==> config.mk <==
export PLATFORM = sky130hd
export DESIGN_NAME = imem_loader
export DESIGN_NICKNAME = d
export VERILOG_FILES = /design/src/rtl/imem_loader.sv
export SDC_FILE = /design/constraint.sdc
export NUM_CORES = 1
export LEC_CHECK = 0
export CAP_MARGIN = 20
export CORE_UTILIZATION = 58
export DETAILED_ROUTE_END_ITERATION = 12
export HOLD_SLACK_MARGIN = 0.12
export PLACE_DENSITY = 0.83
export SLEW_MARGIN = 20
export SYNTH_ARGS = -nofsm -noshare
export SYNTH_HDL_FRONTEND = slang
export SYNTH_SLANG_ARGS = --single-unit
==> constraint.sdc <==
create_clock -name clk -period 3.8 [get_ports clk]
set_clock_uncertainty 0.1 [all_clocks]
set_input_delay 0.95 -clock clk [delete_from_list [all_inputs] [get_ports clk]]
set_output_delay 0.95 -clock clk [all_outputs]
set_load 0.02 [all_outputs]
==> src/rtl/imem_loader.sv <==
// Boot loader: frames of UART bytes -> 32-bit instruction RAM writes, CPU held until a clean image.
// Optional byte echo to a UART transmitter when LOADER_ECHO_EN is defined.
module imem_loader #(
   parameter int          DEPTH   = 128,
   parameter int          TIMEOUT = 1000000,
   parameter logic [7:0]  HEADER  = 8'hA5
) (
   input  logic        clk,
   input  logic        reset,
   input  logic [7:0]  rx_data,
   input  logic        rx_valid,
`ifdef LOADER_ECHO_EN
   output logic [7:0]  tx_data,
   output logic        tx_start,
   input  logic        tx_busy,
`endif
   output logic        wr_en,
   output logic [31:0] wr_addr,
   output logic [31:0] wr_data,
   output logic        cpu_hold,
   output logic        done,
   output logic        error
);
   localparam int IW = $clog2(DEPTH + 1);
   localparam int TW = $clog2(TIMEOUT + 1);

   typedef enum logic [2:0] {IDLE, CNT_HI, CNT_LO, WORD, CSUM, DONE, ERR} state_t;

   state_t         state;
   logic [7:0]     cnt_hi;
   logic [15:0]    n_words;
   logic [15:0]    n_cur;
   logic [IW-1:0]  idx;
   logic [1:0]     bidx;
   logic [7:0]     acc;
   logic [TW-1:0]  tmo;
   logic           framing;

   assign n_cur   = {cnt_hi, rx_data};
   assign framing = (state == CNT_HI) || (state == CNT_LO) || (state == WORD) || (state == CSUM);

   always_ff @(posedge clk) begin
      if (reset) begin
         state    <= IDLE;
         cnt_hi   <= '0;
         n_words  <= '0;
         idx      <= '0;
         bidx     <= '0;
         acc      <= '0;
         tmo      <= '0;
         wr_en    <= 1'b0;
         wr_addr  <= '0;
         wr_data  <= '0;
         cpu_hold <= 1'b1;
         done     <= 1'b0;
         error    <= 1'b0;
      end else begin
         wr_en <= 1'b0;
         // silence counter only runs inside a frame; any byte restarts it
         if (rx_valid || !framing) tmo <= '0;
         else                      tmo <= tmo + TW'(1);

         if (rx_valid) begin
            case (state)
               IDLE, DONE, ERR: begin
                  if (rx_data == HEADER) begin
                     state    <= CNT_HI;
                     cpu_hold <= 1'b1;
                     done     <= 1'b0;
                     error    <= 1'b0;
                     idx      <= '0;
                     bidx     <= '0;
                     acc      <= '0;
                  end
               end
               CNT_HI: begin
                  cnt_hi <= rx_data;
                  state  <= CNT_LO;
               end
               CNT_LO: begin
                  n_words <= n_cur;
                  if (32'(n_cur) > DEPTH) begin
                     state <= ERR;
                     error <= 1'b1;
                  end else if (n_cur == 16'd0) begin
                     state <= CSUM;
                  end else begin
                     state <= WORD;
                  end
               end
               WORD: begin
                  wr_data <= {wr_data[23:0], rx_data};
                  acc     <= acc ^ rx_data;
                  bidx    <= bidx + 2'd1;
                  if (bidx == 2'd3) begin
                     wr_en   <= 1'b1;
                     wr_addr <= 32'(idx) << 2;
                     idx     <= idx + IW'(1);
                     if (32'(idx) + 32'd1 == 32'(n_words)) state <= CSUM;
                  end
               end
               CSUM: begin
                  if (rx_data == acc) begin
                     state    <= DONE;
                     done     <= 1'b1;
                     cpu_hold <= 1'b0;
                  end else begin
                     state <= ERR;
                     error <= 1'b1;
                  end
               end
               default: state <= IDLE;
            endcase
         end else if (framing && tmo == TW'(TIMEOUT - 1)) begin
            state <= ERR;
            error <= 1'b1;
         end
      end
   end

`ifdef LOADER_ECHO_EN
   logic [7:0] echo_buf;
   logic       echo_full;

   // single-entry buffer: bytes arriving while it is occupied are dropped
   always_ff @(posedge clk) begin
      if (reset) begin
         echo_buf  <= '0;
         echo_full <= 1'b0;
         tx_data   <= '0;
         tx_start  <= 1'b0;
      end else begin
         tx_start <= 1'b0;
         if (echo_full) begin
            if (!tx_busy) begin
               tx_start  <= 1'b1;
               tx_data   <= echo_buf;
               echo_full <= 1'b0;
            end
         end else if (rx_valid) begin
            echo_buf  <= rx_data;
            echo_full <= 1'b1;
         end
      end
   end
`endif
endmodule

run_1/met1.png
The bar under the picture is 20 um long.
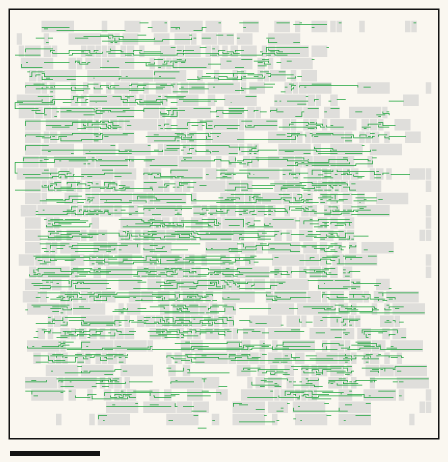
The layer holds 43% of the routed length. The wires run mostly horizontal. The layer carries 4750 um of wire. The longest straight run is 34.0 um. 611 nets have wire on it.

run_1/met2.png
The bar under the picture is 20 um long.
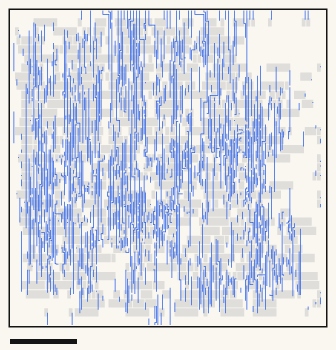
The longest straight run is 43.2 um. The wires run mostly vertical.

run_1/met3.png
The bar under the picture is 20 um long.
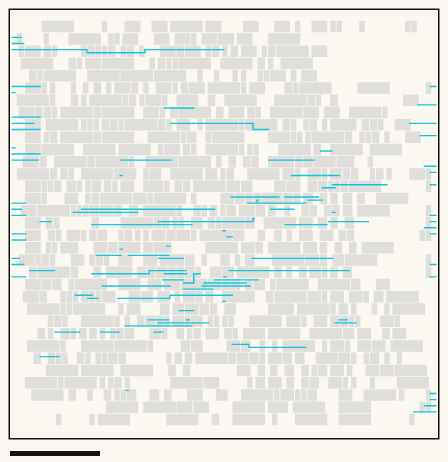
The longest straight run is 29.4 um. The layer holds 5.8% of the routed length. The wires run mostly horizontal. 78 nets have wire on it.

==> qor.csv, run 1 <==
metric,value,unit
status,finished clean,
"Chip Area, Yosys",4990,um^2
final max-slew violation count,0,
TritonCTS clock tree,yes,
Final WS setup,0.668,ns
setup tns final,0,ns
count of tool warnings,26,
dominant synthesized flop cell,dfxtp_1,
DIE AREA,8990,um^2
GP Congestion,0.889,
initial antenna violation count,0,
top post-synthesis cells by count,"nand2_1, dfxtp_1, a21oi_1",
Max VDD drop,266,uV
WL/cell,14.2,um
Num CTS Buffers,9,
drt first pass iters,5,
crit-path max cell delay,0.60,ns
CP arrival,3.34,ns
TritonCTS Sinks,109,
die width,94.8,um
Post-Syn Area per Cell,7.84,um^2
"CTS clk-pin slew, worst paths",0.10,ns
Top-area cell share,43.7,%
cell family with most CP delay,simple AND/OR/NAND/NOR gates,
DR vias/cell,5.65,
fp util,60.5,%
Via Count,4407,
Post-synth ARST share,0,%
Worst Path Buf+Inv,1,
Crit Path Max Fanout,6,
"Slowest-stage cell, CP",or4_4,
Lkg Pwr,1.88,nW
DR iter-0 viols,290,
CORE AREA,8260,um^2
fmax,0.319,GHz
pre-CTS worst setup slack,0.289,ns
## run 1: worst paths after layout
path                                                 to               startpoint  cells past startpoint  slack (ns)
worst max-delay path              state[0]$_SDFFE_PP0P_               rx_data[1]                      7        0.67
worst min-delay path            wr_addr[3]$_SDFFE_PP0P_  wr_addr[3]$_SDFFE_PP0P_                      2        0.36
worst max register to register    state[1]$_SDFFE_PP0P_      idx[0]$_SDFFE_PP0P_                      7        1.16
worst min register to register  wr_addr[3]$_SDFFE_PP0P_  wr_addr[3]$_SDFFE_PP0P_                      2        0.36
## run 1: sequential cells by signal (all words and copies together), names as in the netlist
signal    flops
wr_data      32
tmo          20
n_words      16
acc           8
cnt_hi        8
idx           8
wr_addr       8
state         3
bidx          2
cpu_hold      1
done          1
error         1
wr_en         1
## run 1: per-stage QoR
step           util (%)  power [mW]  area [um^2]  hold WS [ns]  instances
4_1_cts            68.5        2.45         5660         0.363        780
3_5_place_dp       65.9        1.73         5450         0.348        764
3_3_place_gp       65.9        1.72         5450         0.343        764
6_report           68.5        2.44         5660         0.359        780
5_1_grt            68.5        2.55         5660         0.382        780
2_1_floorplan         -        1.65         5080         0.336        660
## run 1: placed cells by master, fill, tap and decap left out, drive strengths merged, types with 7 or more instances in the layout
cell / netlist / routed
a21oi: 90 / 90
and3: 8 / 8
buf: 33 / 8
clkbuf: 29 / 9
clkdlybuf4s50: 0 / 53
conb: 1 / 24
dfxtp: 109 / 109
inv: 5 / 8
nand2: 142 / 142
nand3: 16 / 16
nand4: 16 / 16
nor2: 49 / 49
nor3: 7 / 7
o21ai: 26 / 26
or2: 9 / 9
or4: 7 / 7
xnor2: 19 / 19
xor2: 18 / 18
## run 1: where the power goes
group	total, mW	switching [mW]	leakage (nW)	internal, mW
registers	1.24	0.0604	0.878	1.18
logic	0.475	0.316	0.893	0.158
clock network	0.727	0.457	0.106	0.270
total	2.44	0.834	1.88	1.61
## run 1: layout make-up
cell class | count | area, um^2 | area share, %
Clock buffer | 9 | 124 | 2.19
Inverter | 5 | 18.8 | 0.332
Tap cell | 105 | 131 | 2.32
Timing Repair Buffer | 61 | 588 | 10.4
Clock inverter | 7 | 91.3 | 1.61
Sequential cell | 109 | 2180 | 38.5
Multi-Input combinational cell | 484 | 2520 | 44.6
## run 1: kinds of logic (layout without fill, tap and decap cells)
group,Yosys count,after routing,synth area share [%]
and+or+nand+nor,282,282,26.1
AOI/OAI and AO/OA,137,137,15.2
DFF,109,109,43.7
buffers and inverters,67,82,7.49
xor gates and xnor gates,37,37,6.49
adders and majority gates,3,3,0.752
other,1,24,0.0751
muxes,1,1,0.200
## run 1: metal layers
metal,GRT usage [%],vias to the layer above,part of all wire (%)
met1,31.9,2063,43
li1,-,2181,-
met3,5.72,18,5.8
met5,0,-,0
met4,10.2,0,1.4
met2,43.6,145,50
## run 1: tightest hold or removal path, cell delays in order (launching register included)
cell,delay (ns)
dfxtp_1,0.32
nand2_1,0.05
a21oi_1,0.05
run_1/final_congestion.png
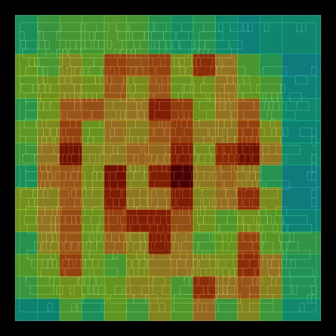

==> run 2, diff against run 1 <==
CORE_UTILIZATION = 54   (was 58)
PLACE_DENSITY = 0.78   (was 0.83)
clock period = 3.1 ns   (was 3.8 ns; I/O delays follow)
run_2/final_congestion.png
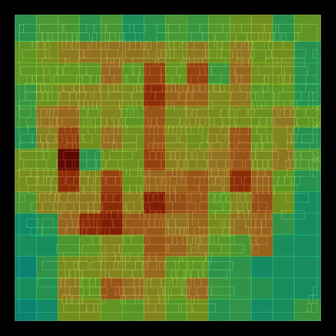
met2 Resource Use GR: 36.9%
final core utilization: 64.7%
gr usage total: 23.2%
met1 Usage GRT: 32.0%

==> run 2 against run 1 <==
Net effect: setup slack worse by 0.38 ns; total power is 23% higher; sequential share of layout area is 0.46 points lower; non-clock buffer count is 11 higher; core utilization is 3.8 points lower; synthesized area stayed put; count of clock-buffer cells in the layout is 1 higher; largest cell class unchanged; combinational power is 28% higher; final cell count is 1.8% higher; the run now ends with design-rule violations left; critical endpoint is now state[1]$_SDFFE_PP0P_; critical path type unchanged; sequential cell count stayed put.
==> qor.csv, run 2 <==
metric,value,unit,change
status,finished with violations,,was finished clean
failing checks,design-rule violations,,
"CTS clk-pin slew, worst paths",0.11,ns,was 0.10 ns
DRC,3,,was 0
fp util,56.4,%,was 60.5%
CP Depth,8,,was 7
Post-DP Area,5530,um^2,was 5450 um^2
Lkg Pwr,1.92,nW,was 1.88 nW
Clock power frac,28.9,%,was 29.7%
Num CTS Buffers,9,,unchanged
Post-synth ARST share,0,%,unchanged
Via Count,4406,,was 4407
crit-path max cell delay,0.54,ns,was 0.60 ns
Top cell excl fill/tap,nand2_1,,unchanged
Post-Syn Area per Cell,7.84,um^2,unchanged
Worst Setup SP,rx_data[1],,unchanged
Top reg by flops,wr_data,,unchanged
die width,98.2,um,was 94.8 um
TritonCTS Sinks,109,,unchanged
CORE AREA,8850,um^2,was 8260 um^2
Comb pwr share,20.2,%,was 19.4%
"Cell Count, Final, Fillers Out",794,,was 780
DR vias/cell,5.55,,was 5.65
fmax,0.356,GHz,
DIE AREA,9640,um^2,was 8990 um^2
"Slowest-stage cell, CP",or4_4,,unchanged
most frequent cells in the layout,"nand2_1, dfxtp_1, a21oi_1",,unchanged
launch point of the worst reg-to-reg path,idx[1]$_SDFFE_PP0P_,,was idx[0]$_SDFFE_PP0P_
final max-slew violation count,0,,unchanged
GP Congestion,0.865,,was 0.889
placed cell count,778,,was 764
WHS Path Cells,2,,unchanged
pre-CTS worst setup slack,-0.0689,ns,was 0.289 ns
Final Instance Area,5730,um^2,was 5660 um^2
top post-synthesis cells by count,"nand2_1, dfxtp_1, a21oi_1",,unchanged
count of tool warnings,26,,unchanged
cell family with most CP delay,simple AND/OR/NAND/NOR gates,,unchanged
Top-area cell share,43.7,%,unchanged
setup tns final,0,ns,unchanged
Final WS setup,0.288,ns,was 0.668 ns
Crit Path Max Fanout,4,,was 6
r2r setup slk,0.36,ns,was 1.16 ns
sw power,959,uW,was 834 uW
"Chip Area, Yosys",4990,um^2,unchanged
CP arrival,2.97,ns,was 3.34 ns
TritonCTS clock tree,yes,,unchanged
sequential power share,50.9,%,was 50.8%
Worst Path Buf+Inv,2,,was 1
run_2/met4.png
The bar under the picture is 20 um long.
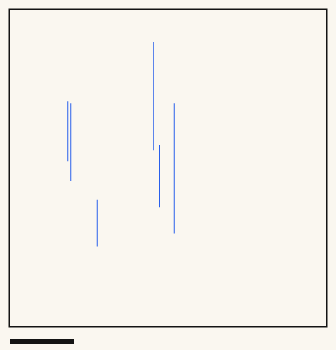
6 nets have wire on it. The wires run mostly vertical. The layer carries 149 um of wire. The layer holds 1.3% of the routed length.

[run 2: routing by layer]
layer | share of wire, % | up-vias | track usage, %
met2 | 46 | 135 | 36.9
met1 | 47 | 2053 | 32.0
met4 | 1.3 | 0 | 6.66
li1 | - | 2204 | -
met3 | 4.9 | 14 | 4.58
met5 | 0 | - | 0
[run 2: final cells by class]
cell class	instances	area (um^2)	area share, %
Clock inverter	6	70.1	1.22
Sequential cell	109	2180	38.1
Tap cell	108	135	2.36
Multi-Input combinational cell	484	2520	44.1
Timing Repair Buffer	72	671	11.7
Inverter	5	18.8	0.328
Clock buffer	10	128	2.23
[run 2: path summary, 6_finish.rpt]
check / endpoint
worst min register to register: wr_addr[5]$_SDFFE_PP0P_
worst max register to register: state[1]$_SDFFE_PP0P_
worst min-delay path: wr_addr[5]$_SDFFE_PP0P_
worst max-delay path: state[1]$_SDFFE_PP0P_
[run 2: through the flow]
stage                     total power, mW  utilization (%)  hold slack (ns)
after floorplan                      2.02                -            0.336
after global placement               2.13             62.5            0.342
after detailed placement             2.14             62.5            0.347
after CTS                            3.01             64.7            0.361
after global routing                 3.13             64.7            0.372
final                                3.00             64.7            0.359
[run 2: cells by family (layout without fill, tap and decap cells)]
family / after synthesis / in the layout / synth area share [%]
compound gates: 137 / 137 / 15.2
xor+xnor: 37 / 37 / 6.49
fa+ha+maj: 3 / 3 / 0.752
buf+inv: 67 / 93 / 7.49
flops: 109 / 109 / 43.7
mux: 1 / 1 / 0.200
other cells: 1 / 24 / 0.0751
simple gates: 282 / 282 / 26.1
[run 2: power groups by stage]
stage                     registers [mW]  logic [mW]  clock network [mW]
after floorplan                     1.53       0.493                   0
after global placement              1.55       0.578                   0
after detailed placement            1.56       0.588                   0
after CTS                           1.52       0.596               0.887
after global routing                1.53       0.664               0.936
final                               1.53       0.607               0.867
[run 2: tightest hold or removal path, stage by stage (launching register included)]
cell and delay, ns:
dfxtp_1 0.32, nand2_1 0.05, a21oi_1 0.05
run_2/met2.png
The bar under the picture is 20 um long.
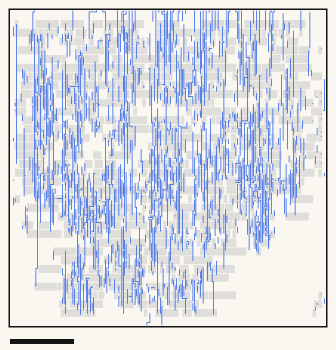

==> run 3, diff against run 2 <==
CORE_UTILIZATION = 60   (was 54)
DONT_BUFFER_PORTS = 1   (was unset)
PLACE_DENSITY = 0.74   (was 0.78)
run_3/met2.png
The bar under the picture is 20 um long.
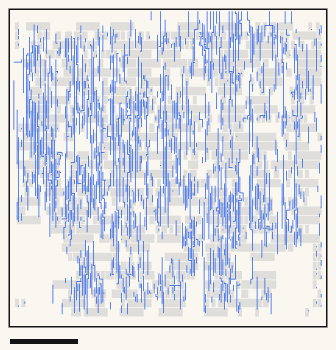
The wires run mostly vertical. The longest straight run is 38.8 um. 499 nets have wire on it.

run_3/met1.png
The bar under the picture is 20 um long.
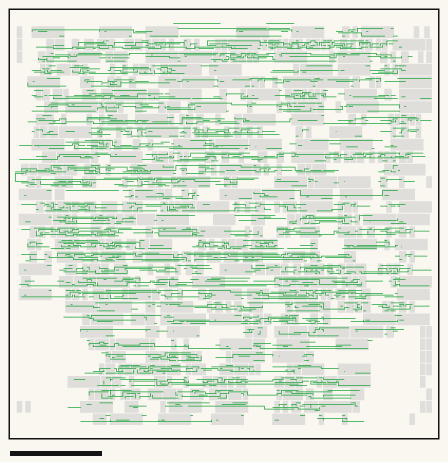
569 nets have wire on it. The wires run mostly horizontal. The longest straight run is 28.5 um.

==> run 3 against run 2 <==
Net effect: critical path type is now reg -> reg; the run now ends clean; routed wire length down 6.5%; die size down 9.8%; hold slack worse by 0.013 ns; clock power rose by 1%; fmax grew 4.2%; critical endpoint is now state[2]$_SDFFE_PP0P_; synthesized area unchanged; global-route usage up 1.6 points; setup slack better by 0.11 ns; design area is 11% lower; synthesized cell count unchanged.
==> qor.csv, run 3 <==
metric,value,unit,change
status,finished clean,,was finished with violations
largest registers,"wr_data x32, tmo x20, n_words x16",,unchanged
fmax,0.371,GHz,was 0.356 GHz
Worst Path Buf+Inv,0,,was 2
fp util,63.3,%,was 56.4%
Num CTS Buffers,9,,unchanged
Top-area cell share,43.7,%,unchanged
Top reg by flops,wr_data,,unchanged
max reg flops,32,,unchanged
aoi share,15.2,%,unchanged
Adder-Cell Fraction of Synth Area,0.752,%,unchanged
"CTS clk-pin slew, worst paths",0.11,ns,about the same
gr usage total,24.8,%,was 23.2%
setup tns final,0,ns,unchanged
TritonCTS clock tree,yes,,unchanged
WL/cell,14.4,um,was 14.0 um
Via Count,4165,,was 4406
cell family with most CP delay,AND-OR/OR-AND gates,,was simple AND/OR/NAND/NOR gates
mux share,0.200,%,unchanged
Post-synth ARST share,0,%,unchanged
Post-DP Area,4880,um^2,was 5530 um^2
Top cell excl fill/tap,nand2_1,,unchanged
final max-slew violation count,0,,unchanged
R2R cell count,7,,unchanged
"Simple Share, Synth",26.1,%,unchanged
==> run 3: worst paths after layout <==
path                                 start                  endpoint  slack, ns
setup / recovery       idx[0]$_SDFFE_PP0P_     state[2]$_SDFFE_PP0P_       0.40
hold / removal                       reset         done$_SDFFE_PP0P_       0.35
setup reg to reg       idx[0]$_SDFFE_PP0P_     state[2]$_SDFFE_PP0P_       0.40
hold reg to reg   n_words[13]$_SDFFE_PP0P_  n_words[13]$_SDFFE_PP0P_       0.36
==> run 3: kinds of logic (layout without fill, tap and decap cells) <==
family                     Yosys count  in the layout
xor gates and xnor gates            37             37
buffers and inverters               67             24
muxes                                1              1
AOI/OAI and AO/OA                  137            137
DFF                                109            109
other                                1             24
and+or+nand+nor                    282            282
adders and majority gates            3              3
==> run 3: routing by layer <==
| layer | share of wire, % | global-route usage [%] |
|---|---|---|
| met1 | 48 | 35.3 |
| met2 | 45 | 37.9 |
| met3 | 6.1 | 4.80 |
| met4 | 1.2 | 7.69 |
| met5 | 0 | 0 |
==> run 3: metrics by stage <==
stage                     util [%]  setup WS (ns)  instances  total power [mW]
final                         64.4          0.401        719              2.92
after global routing          64.4          0.183        719              3.07
after CTS                     64.4          0.457        719              2.93
after detailed placement      61.8          0.363        703              2.06
after global placement        61.8          0.370        703              2.06
after floorplan                  -          0.430        660              2.02
==> run 3: where the power goes <==
group / switching, mW / internal, mW / leakage [nW] / total (mW)
sequential: 0.0858 / 1.45 / 0.878 / 1.54
clock: 0.548 / 0.329 / 0.104 / 0.876
combinational: 0.342 / 0.168 / 0.684 / 0.511
==> run 3: layout make-up <==
| class | count | area share (%) |
|---|---|---|
| inverter | 5 | 0.369 |
| sequential | 109 | 42.9 |
| clock inverter | 7 | 1.60 |
| timing repair buffer | 3 | 0.443 |
| multi-input combinational | 484 | 49.7 |
| clock buffer | 9 | 2.44 |
| tap | 102 | 2.51 |
Power figures rest on the tool's default switching activity, not on a simulated workload.
